--- config.mk ---
export PLATFORM = sky130hd
export DESIGN_NAME = duv_out_monitor_flat
export DESIGN_NICKNAME = d
export VERILOG_FILES = /design/src/rtl/duv_out_monitor_if.sv /design/src/rtl/duv_out_monitor.sv /design/src/flat_wrapper.sv
export SDC_FILE = /design/constraint.sdc
export NUM_CORES = 1
export LEC_CHECK = 0
export CORE_MARGIN = 2
export CORE_UTILIZATION = 60
export CTS_BUF_LIST = sky130_fd_sc_hd__clkbuf_2 sky130_fd_sc_hd__clkbuf_4 sky130_fd_sc_hd__clkbuf_8
export DETAILED_ROUTE_END_ITERATION = 8
export MAX_ROUTING_LAYER = met4
export PLACE_DENSITY = 0.83
export SLEW_MARGIN = 15
export SYNTH_ARGS = -nofsm -noshare
export SYNTH_HDL_FRONTEND = slang
export SYNTH_SLANG_ARGS = --single-unit
--- constraint.sdc ---
create_clock -name clk -period 7.05 [get_ports clk]
set_clock_uncertainty 0.1 [all_clocks]
set_input_delay 1.41 -clock clk [delete_from_list [all_inputs] [get_ports clk]]
set_output_delay 1.41 -clock clk [all_outputs]
set_load 0.005 [all_outputs]
--- src/rtl/duv_out_monitor_if.sv ---
// Event port bundle for the DUV output monitor: lane inputs, capture enable,
// valid/ready event drain and status counters.
interface duv_out_monitor_if #(
    parameter int unsigned LANES = 4,
    parameter int unsigned LW    = 2,
    parameter int unsigned DEPTH = 16,
    parameter int unsigned TSW   = 16
);
    logic                          en;
    logic [LANES*LW-1:0]           mon_in;
    logic                          ev_valid;
    logic                          ev_ready;
    logic [TSW+LANES+LANES*LW-1:0] ev_data;
    logic [$clog2(DEPTH+1)-1:0]    level;
    logic [7:0]                    drop_cnt;
    logic                          overflow;

    // master is the monitor itself; slave is the checker/trace consumer.
    modport master (
        input  en, mon_in, ev_ready,
        output ev_valid, ev_data, level, drop_cnt, overflow
    );

    modport slave (
        output en, mon_in, ev_ready,
        input  ev_valid, ev_data, level, drop_cnt, overflow
    );
endinterface

--- src/rtl/duv_out_monitor.sv ---
// Samples the DUV output lanes every clock, records each change as a
// timestamped {ts, lane_mask, snapshot} event in a FWFT FIFO, counts drops.
module duv_out_monitor #(
    parameter int unsigned LANES = 4,
    parameter int unsigned LW    = 2,
    parameter int unsigned DEPTH = 16,
    parameter int unsigned TSW   = 16
) (
    input logic               clk,
    input logic               arst,
    duv_out_monitor_if.master bus
);
    localparam int unsigned SW  = LANES * LW;
    localparam int unsigned EW  = TSW + LANES + SW;
    localparam int unsigned AW  = $clog2(DEPTH);
    localparam int unsigned LVW = $clog2(DEPTH + 1);

    logic [SW-1:0]    prev_q;
    logic [TSW-1:0]   tick_q;
    logic [EW-1:0]    mem_q [DEPTH];
    logic [AW-1:0]    wr_ptr_q;
    logic [AW-1:0]    rd_ptr_q;
    logic [LVW-1:0]   level_q;
    logic [7:0]       drop_cnt_q;
    logic             overflow_q;

    logic [LANES-1:0] lane_mask;
    logic             change;
    logic             full;
    logic             empty;
    logic             pop;
    logic             push;
    logic             drop;

    always_comb begin
        lane_mask = '0;
        for (int i = 0; i < LANES; i++) begin
            lane_mask[i] = bus.mon_in[i*LW +: LW] != prev_q[i*LW +: LW];
        end
        change = bus.en && (bus.mon_in != prev_q);
        full   = (level_q == LVW'(DEPTH));
        empty  = (level_q == '0);
        pop    = !empty && bus.ev_ready;
        // A full FIFO still accepts a push when the head leaves on the same edge.
        push   = change && (!full || pop);
        drop   = change && full && !pop;
    end

    always_ff @(posedge clk) begin
        if (arst) begin
            prev_q     <= '0;
            tick_q     <= '0;
            wr_ptr_q   <= '0;
            rd_ptr_q   <= '0;
            level_q    <= '0;
            drop_cnt_q <= '0;
            overflow_q <= 1'b0;
        end else begin
            prev_q <= bus.mon_in;
            tick_q <= tick_q + TSW'(1);
            if (push) begin
                wr_ptr_q <= wr_ptr_q + AW'(1);
            end
            if (pop) begin
                rd_ptr_q <= rd_ptr_q + AW'(1);
            end
            if (push && !pop) begin
                level_q <= level_q + LVW'(1);
            end else if (pop && !push) begin
                level_q <= level_q - LVW'(1);
            end
            if (drop) begin
                overflow_q <= 1'b1;
                if (drop_cnt_q != 8'hFF) begin
                    drop_cnt_q <= drop_cnt_q + 8'd1;
                end
            end
        end
    end

    // Storage is not reset; occupancy and pointers alone define validity.
    always_ff @(posedge clk) begin
        if (!arst && push) begin
            mem_q[wr_ptr_q] <= {tick_q, lane_mask, bus.mon_in};
        end
    end

    assign bus.ev_valid = !empty;
    assign bus.ev_data  = mem_q[rd_ptr_q];
    assign bus.level    = level_q;
    assign bus.drop_cnt = drop_cnt_q;
    assign bus.overflow = overflow_q;
endmodule

--- src/flat_wrapper.sv ---
// flat-port wrapper written by rule: the top's interface ports become plain ports
module duv_out_monitor_flat 
#(
    parameter int unsigned LANES = 4,
    parameter int unsigned LW    = 2,
    parameter int unsigned DEPTH = 16,
    parameter int unsigned TSW   = 16
)
  (clk, arst, bus_en, bus_mon_in, bus_ev_ready, bus_ev_valid, bus_ev_data, bus_level, bus_drop_cnt, bus_overflow);
  duv_out_monitor_if #(.LANES(LANES), .LW(LW), .DEPTH(DEPTH), .TSW(TSW)) bus_i ();
  input logic clk;
  input logic arst;
  input wire logic [$bits(bus_i.en)-1:0] bus_en;
  input wire logic [$bits(bus_i.mon_in)-1:0] bus_mon_in;
  input wire logic [$bits(bus_i.ev_ready)-1:0] bus_ev_ready;
  output wire logic [$bits(bus_i.ev_valid)-1:0] bus_ev_valid;
  output wire logic [$bits(bus_i.ev_data)-1:0] bus_ev_data;
  output wire logic [$bits(bus_i.level)-1:0] bus_level;
  output wire logic [$bits(bus_i.drop_cnt)-1:0] bus_drop_cnt;
  output wire logic [$bits(bus_i.overflow)-1:0] bus_overflow;
  assign bus_i.en = bus_en;
  assign bus_i.mon_in = bus_mon_in;
  assign bus_i.ev_ready = bus_ev_ready;
  assign bus_ev_valid = bus_i.ev_valid;
  assign bus_ev_data = bus_i.ev_data;
  assign bus_level = bus_i.level;
  assign bus_drop_cnt = bus_i.drop_cnt;
  assign bus_overflow = bus_i.overflow;
  duv_out_monitor #(.LANES(LANES), .LW(LW), .DEPTH(DEPTH), .TSW(TSW)) u_core (.clk(clk), .arst(arst), .bus(bus_i));
endmodule
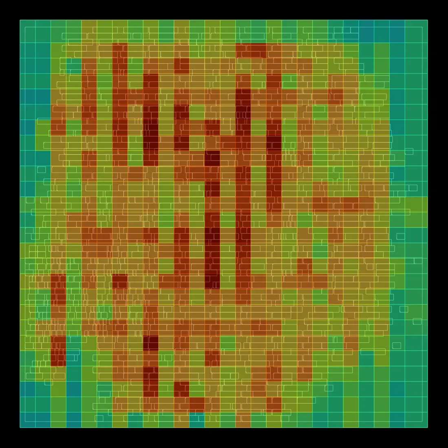
run_1/congestion_map.png
met2 Usage GRT: 39.16%
M1 GR Usage: 32.91%
met3 GRT Util: 4.829%
final core occ: 69.66%
WL/cell: 27.10 microns

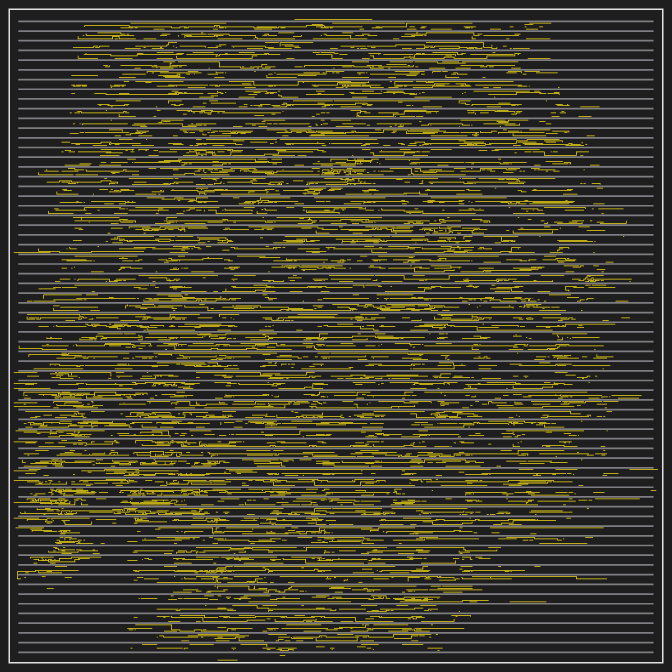
run_1/m1.png
Supply wires on this layer in gray.
nets with wire on the layer = 1003
share of all routed wire = 38%
wire length on this layer = 15300 microns
vias: 9361
Routed WL: 40110 microns

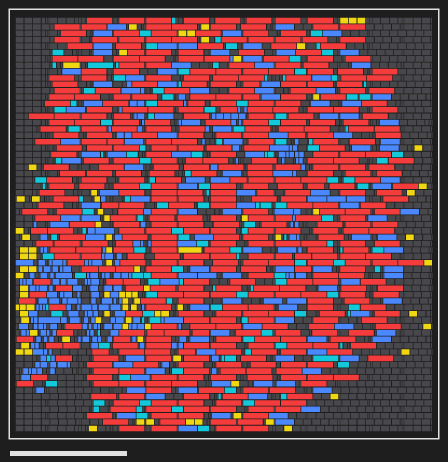
run_1/class_map.png
Bar = 50 microns. Fill, decap, tap and diode cells in gray.
clock drivers and dummy loads -> cyan  # cells 141
registers -> red  # cells 498
remaining buffers and delay cells -> yellow  # cells 87
remaining logic cells -> blue  # cells 352
Final Instance Area: 21920 sq um
Site Rows: 65

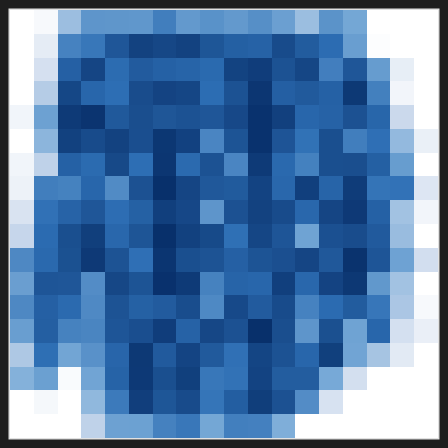
run_1/util_map.png
The die is cut into 18 by 18 equal tiles; white is low, dark blue is high, 0 to 100% covered.
fullest tile = 100%
mean over tiles = 64%
tiles over 75% full = 55%
FP Core Util: 60.87%
core area: 31470 sq um

==> impl_metrics.json, run 1 <==
{
  "cts.clk_slew.worst_paths_ns": 0.06,
  "hpwl_microns": 20670,
  "hold-path-cell-count": 2,
  "hold_ws_ns": 0.3902,
  "crit_start": "bus_mon_in[0]",
  "warnings": 29,
  "buffer_area_share_pct": 3.721,
  "cp.required_ns": 7.47,
  "timing.slew.headroom_pct": 23.08,
  "clock.fmax_mhz": 202.4,
  "cp.depth": 15,
  "track_usage_pct": 24.55,
  "synthArstFlopShare_pct": 0,
  "cp_max_fo": 18,
  "avgSynthCellArea_sq_um": 21.48,
  "routed-wl-met2_microns": 20430,
  "drv_cap": 0,
  "boundaryPins": 55,
  "final_cells": 1480,
  "num-nonclk-inverters": 7,
  "period_used_pct": 70.09,
  "yosysCellCount": 892,
  "p_sw_w": 0.001736,
  "synth_top_area_share_pct": 70.22,
  "synthAdderAreaFrac_pct": 0.8229,
  "mi_logic_area_sq_um": 4591,
  "synth_flops": 498,
  "simple_gate_share_pct": 3.546,
  "crit_path_max_incr_delay_ns": 0.73,
  "die_y_microns": 182.7,
  "final_common_cell": "edfxtp_1",
  "crit_path_end_kind": "flop",
  "place_ws_ns": 1.577,
  "pg_seq_w": 0.00338,
  "layout-drive-gt1-share_pct": 30.15,
  "power.total_w": 0.007043,
  "yosys.area_share.aoi_pct": 0.8490,
  "p_per_area_nw_per_um2": 321.3,
  "sh_seq_area_pct": 65.97,
  "crit_arrival_ns": 5.37,
  "power_leader": "sequential cells",
  "grt.overflow.total": 0,
  "grt_max_degree": 61,
  "grt-busiest-layer": "met2",
  "synth_cell_type_count": 39,
  "outcome": "finished clean",
  "dominant_cells": "sequential cells",
  "comb_cells": 345,
  "final_hold_viol_count": 0,
  "antenna_found_initial": 0,
  "top_cell": "edfxtp_1",
  "route.detailed.drc": 0,
  "cpMaxStageDelayCell": "clkdlybuf4s50_1",
  "powerClk_w": 0.00237,
  "cts_made_buffers": 76,
  "topCellsByArea": "edfxtp_1 (70%), mux4_2 (16%), dfxtp_1 (5.2%)",
  "synthesis.nets": 916,
  "yosysChipArea_sq_um": 19160,
  "rrSetupSlack_ns": 3.50,
  "critical_path.endpoint": "u_core.bus.level[4]",
  "grt_pass1_wl_microns": 57700,
  "netlist_area_sq_um": 19160,
  "reg_top3": "u_core.mem_q x448, u_core.tick_q x16",
  "p_comb_w": 0.00129,
  "fill_cells": 1780,
  "rsz0062_at_grt": "no",
  "flop_area_sq_um": 14460,
  "buffers": 87,
  "ys.flop_type": "edfxtp_1"
}
==> run 1 -> run 2 <==
Settings changed: CORE_UTILIZATION 60 to 57.
Clock period 7.05 ns to 4 ns, I/O delays scaled along.
==> run 2 against run 1 <==
Sequential share of layout area down 0.95 points. First-iteration DRC count decreased by 17%. Setup slack worse by 2.0 ns. Hold slack worse by 0.0049 ns.
==> impl_metrics.json, run 2 <==
{
  "outcome": "finished clean",
  "synth_cell_type_count": 39,
  "setup_ws_ns": 0.1386,
  "crit_path_end_kind": "primary output",
  "warnings": 30,
  "yosysChipArea_sq_um": 19160,
  "synthesis.nets": 916,
  "sh_seq_area_pct": 65.02,
  "buffers": 101,
  "wl_microns": 39110,
  "topCellsByArea": "edfxtp_1 (70%), mux4_2 (16%), dfxtp_1 (5.2%)",
  "wl_per_cell_microns": 25.42,
  "crit_arrival_ns": 2.96,
  "ir_drop_mv": 0.5414,
  "p_per_area_nw_per_um2": 564.7,
  "period_used_pct": 96.53,
  "cp.required_ns": 3.10,
  "netlist_area_sq_um": 19160,
  "criticalPathCategory": "flop to primary output",
  "routed-wl-met2_microns": 19490,
  "boundaryPins": 55,
  "hold_ws_ns": 0.3853,
  "grt_max_degree": 68,
  "num-nonclk-inverters": 7,
  "crit_path_cell_trace": "buf_4 > mux4_2 > mux4_2 > clkdlybuf4s50_1",
  "clock_sinks": 498,
  "grt-busiest-layer": "met2",
  "common_cells": "edfxtp_1 (448), mux4_2 (140), dfxtp_1 (50)",
  "finish.utilization_pct": 66.84,
  "worstReg2RegStart": "u_core.bus.level[0]",
  "p_comb_w": 0.00245,
  "layout-drive-gt1-share_pct": 31.53,
  "met3_usage_pct": 3.827,
  "powerClk_w": 0.00425,
  "grt_util_met2_pct": 37.30,
  "largest_register": "u_core.mem_q",
  "reg_top3": "u_core.mem_q x448, u_core.tick_q x16",
  "top_cell": "edfxtp_1",
  "yosysCellCount": 892,
  "route.detailed.drc": 0,
  "finalInstanceArea_sq_um": 22250,
  "drtIter0Drc": 913,
  "synth_flops": 498,
  "grt_pass1_wl_microns": 59530,
  "core-area_sq_um": 33280,
  "grt_use_met1_pct": 32.14,
  "critical_path.endpoint": "bus_ev_data[3]",
  "ys_sh_xor_pct": 1.280,
  "cts_made_buffers": 76,
  "crit_path_max_incr_delay_ns": 0.58,
  "vias": 9384,
  "die-area_sq_um": 35090,
  "antenna_found_initial": 0,
  "dominant_cells": "sequential cells",
  "maxSlewViolCount": 0,
  "clock.fmax_mhz": 259.0,
  "final_hold_viol_count": 0,
  "avgSynthCellArea_sq_um": 21.48,
  "power_leader": "sequential cells",
  "synthArstFlopShare_pct": 0,
  "synth_top_area_share_pct": 70.22,
  "ys.flop_type": "edfxtp_1",
  "die_y_microns": 187.3,
  "pg_seq_w": 0.00586,
  "ys.warnings.count": 0,
  "cp.depth": 4,
  "post-route-min-period_ns": 3.861,
  "track_usage_pct": 23.73,
  "drv_cap": 0,
  "power.total_w": 0.01256,
  "rrSetupSlack_ns": 0.79,
  "comb_cells": 345,
  "simple_gate_share_pct": 3.546,
  "synthAdderAreaFrac_pct": 0.8229,
  "p_sw_w": 0.003051,
  "cp_max_fo": 18,
  "final_cells": 1539,
  "timing.slew.headroom_pct": 30.81,
  "clockRootBuffer": "clkbuf_8",
  "cpMaxStageDelayCell": "mux4_2",
  "yosys.area_share.aoi_pct": 0.8490,
  "hold-path-cell-count": 2,
  "fp_util_pct": 57.57,
  "grt.overflow.total": 0,
  "rsz0062_at_grt": "no",
  "place_ws_ns": -0.06005,
  "fill_cells": 2043,
  "placed_cells": 1399,
  "cts.clk_slew.worst_paths_ns": 0.06,
  "flop_area_sq_um": 14460,
  "buffer_area_share_pct": 4.387,
  "rows": 67,
  "hpwl_microns": 22160,
  "mi_logic_area_sq_um": 4653
}
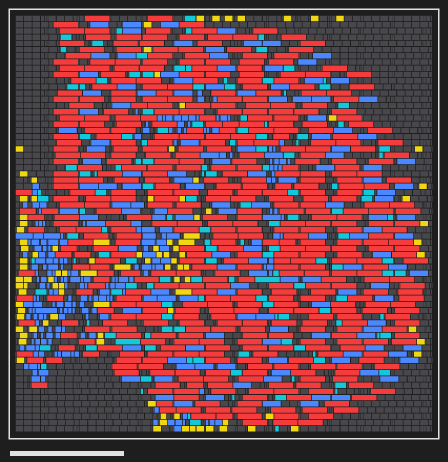
run_2/class_map.png
Bar = 50 microns. Fill, decap, tap and diode cells in gray.
clock drivers and dummy loads -> cyan  # cells 140
registers -> red  # cells 498
remaining logic cells -> blue  # cells 352
remaining buffers and delay cells -> yellow  # cells 101

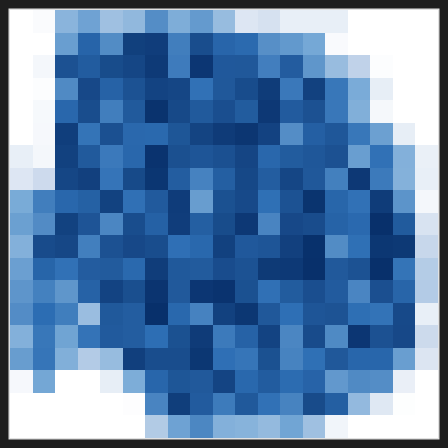
run_2/util_map.png
The die is cut into 19 by 19 equal tiles; white is low, dark blue is high, 0 to 100% covered.
densest ninth of the die = middle
emptiest ninth of the die = top right
fullest tile = 100%
tiles over 75% full = 49%

==> run 2 -> run 3 <==
Settings changed: CORE_ASPECT_RATIO from default to 1.25.
==> run 3 against run 2 <==
Non-clock buffer count rose by 2. Sequential share of layout area rose by 0.21 points. Critical path type unchanged. Fmax fell by 0.52%. Sequential power rose by 0.7%. Setup slack got worse by 0.020 ns. Clock-buffer cell count rose by 1. Combinational power barely moved. Highest routed layer unchanged. Largest power group unchanged. Power fell by 0.83%. Hold slack improved by 0.014 ns. Global-route usage rose by 0.35 points. Area after synthesis did not move.
==> impl_metrics.json, run 3 <==
{
  "outcome": "finished clean",
  "holdCritStartpoint": "u_core.rd_ptr_q[1]",
  "hold_ws_ns": 0.3989,
  "fill_cells": 1964,
  "n_clock_buffer": 112,
  "final_hold_viol_count": 0,
  "clock.fmax_mhz": 257.6,
  "die_y_microns": 209.0,
  "clkPwrFrac_pct": 32.9,
  "ant_nets": 0,
  "synthAdderAreaFrac_pct": 0.8229,
  "start_kind": "flop",
  "boundaryPins": 55,
  "ys.flop_type": "edfxtp_1",
  "criticalPathCategory": "flop to primary output",
  "tightestPinTransition_ns": 1.092,
  "clock_sinks": 498,
  "synth_cell_type_count": 39,
  "crit_path_max_incr_delay_ns": 0.70,
  "clockRootBuffer": "clkbuf_8",
  "top_cell": "edfxtp_1",
  "wl_per_cell_microns": 26.34,
  "grt-busiest-layer": "met2",
  "grt_util_met2_pct": 40.30,
  "hold_path_class": "flop to flop",
  "place_ws_ns": -0.08148,
  "p_comb_w": 0.00245,
  "met3_usage_pct": 3.977,
  "crit_arrival_ns": 2.98,
  "ys.warnings.count": 0,
  "pg_seq_w": 0.00590,
  "route.detailed.drc": 0,
  "core-area_sq_um": 33310,
  "power_leader": "sequential cells",
  "setup_ws_ns": 0.1186,
  "worstReg2RegStart": "u_core.prev_q[7]",
  "synth-edff-count": 448,
  "cp_num_buf_inv": 2,
  "viasPerCell": 6.253,
  "num-nonclk-inverters": 7,
  "synth_top_area_share_pct": 70.22,
  "period_used_pct": 97.04,
  "rsz0062_at_grt": "no",
  "p_sw_w": 0.003025,
  "cpMaxStageDelayCell": "dfxtp_4",
  "fp_util_pct": 57.51,
  "flop_area_sq_um": 14460,
  "dominant_cells": "sequential cells",
  "warnings": 30,
  "io_buffers": 54,
  "cp.depth": 4,
  "crit_path_cell_trace": "buf_12 > mux4_2 > mux4_2 > clkdlybuf4s50_1",
  "crit_family": "multiplexers",
  "cts.clk_slew.worst_paths_ns": 0.06,
  "layout-drive-gt1-share_pct": 32.04,
  "final_cells": 1506,
  "mux_share_pct": 17.02,
  "reg_top3": "u_core.mem_q x448, u_core.tick_q x16",
  "comb_share_pct": 20.98,
  "simple_gate_share_pct": 3.546,
  "cp.required_ns": 3.10,
  "powerClk_w": 0.00410,
  "finalSetupTns_ns": 0,
  "avgSynthCellArea_sq_um": 21.48,
  "comb_cells": 345,
  "common_cells": "edfxtp_1 (448), mux4_2 (140), dfxtp_1 (50)",
  "leakage_nw": 7.068,
  "clockBufferDepth": 3,
  "routed-wl-met2_microns": 21200,
  "yosysCellCount": 892,
  "drt-met1-wl_microns": 14750,
  "drtIter0Drc": 1039,
  "critical_path.endpoint": "bus_ev_data[18]",
  "grt_pass1_wl_microns": 60150,
  "timing.slew.headroom_pct": 26.93,
  "worstSkewPairLatency_ns": 0.61,
  "buffer_area_share_pct": 4.638,
  "final_common_cell": "edfxtp_1",
  "rrSetupSlack_ns": 0.85,
  "power.total_w": 0.01246,
  "post-route-min-period_ns": 3.881,
  "p_comb_share_pct": 19.7,
  "hpwl_microns": 23070,
  "rows": 75,
  "yosys.area_share.aoi_pct": 0.8490,
  "die-area_sq_um": 35100,
  "top_layer": "met4",
  "synth_flops": 498,
  "dr_wl_met3_microns": 2903,
  "hold-path-cell-count": 2,
  "ys_sh_xor_pct": 1.280,
  "buffers": 103,
  "synth_area_leader_cell": "edfxtp_1",
  "grt_max_degree": 57,
  "placed_cells": 1375,
  "r2r_cells": 14,
  "synthesis.nets": 916,
  "ir_drop_mv": 0.4804,
  "ys_seq_share_pct": 75.44,
  "largest_register_ffs": 448,
  "crit_path_end_kind": "primary output",
  "die_w_microns": 168.0,
  "largest_register": "u_core.mem_q",
  "firstDrtPassIters": 5,
  "ctsHoldBuffers": 0,
  "cp_max_fo": 30,
  "antenna_found_initial": 0,
  "sh_seq_area_pct": 65.23,
  "cts_htree_levels": 3,
  "setup_viol": 0,
  "finish.utilization_pct": 66.57,
  "mi_logic_area_sq_um": 4653,
  "p_per_area_nw_per_um2": 561.8,
  "layout.nets": 1051,
  "yosysChipArea_sq_um": 19160,
  "track_usage_pct": 24.07,
  "maxSlewViolCount": 0,
  "topCellsByArea": "edfxtp_1 (70%), mux4_2 (16%), dfxtp_1 (5.2%)",
  "switching_share_pct": 24.28,
  "grt.overflow.total": 0,
  "finalInstanceArea_sq_um": 22180,
  "synthArstFlopShare_pct": 0,
  "drv_cap": 0,
  "r2r_end": "u_core.bus.level[4]",
  "cts_made_buffers": 72,
  "netlist_area_sq_um": 19160
}
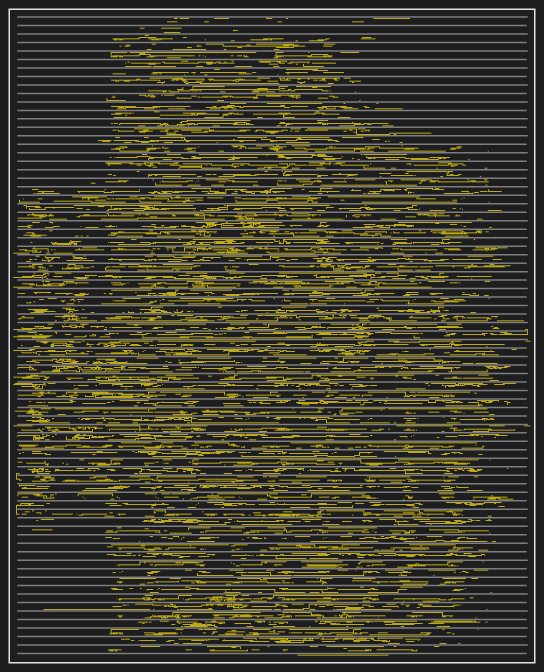
run_3/m1.png
Supply wires on this layer in gray.
main direction = horizontal
wire length on this layer = 14700 microns
nets with wire on the layer = 1010
vias: 9417
Routed WL: 39660 microns
M1 GR Usage: 30.88%

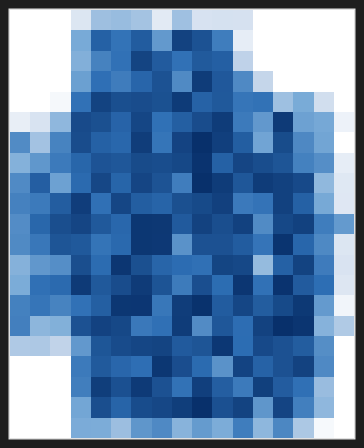
run_3/util_map.png
The die is cut into 17 by 21 equal tiles; white is low, dark blue is high, 0 to 100% covered.
fullest tile = 100%
nearly empty tiles = 15%
tiles over 75% full = 48%
emptiest ninth of the die = top right
mean over tiles = 62%


==> screenshots <==
Signal wires on met4.
Bar = 50 microns. Supply wires on this layer in gray. Cells faint in the background.
picture 1
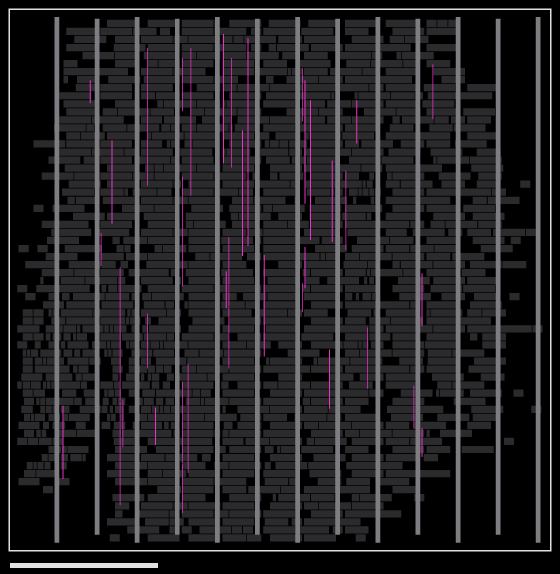
picture 2
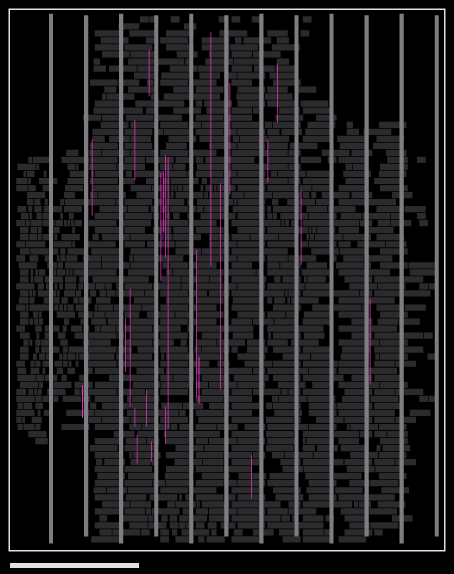
Picture 1 comes from run 1.
Picture 2 comes from run 3.

Key to picture 2:
share of all routed wire = 2.1%
nets with wire on the layer = 18
longest straight run = 90.4 microns
main direction = vertical
wire length on this layer = 812 microns

Power and IR drop assume default switching activity.
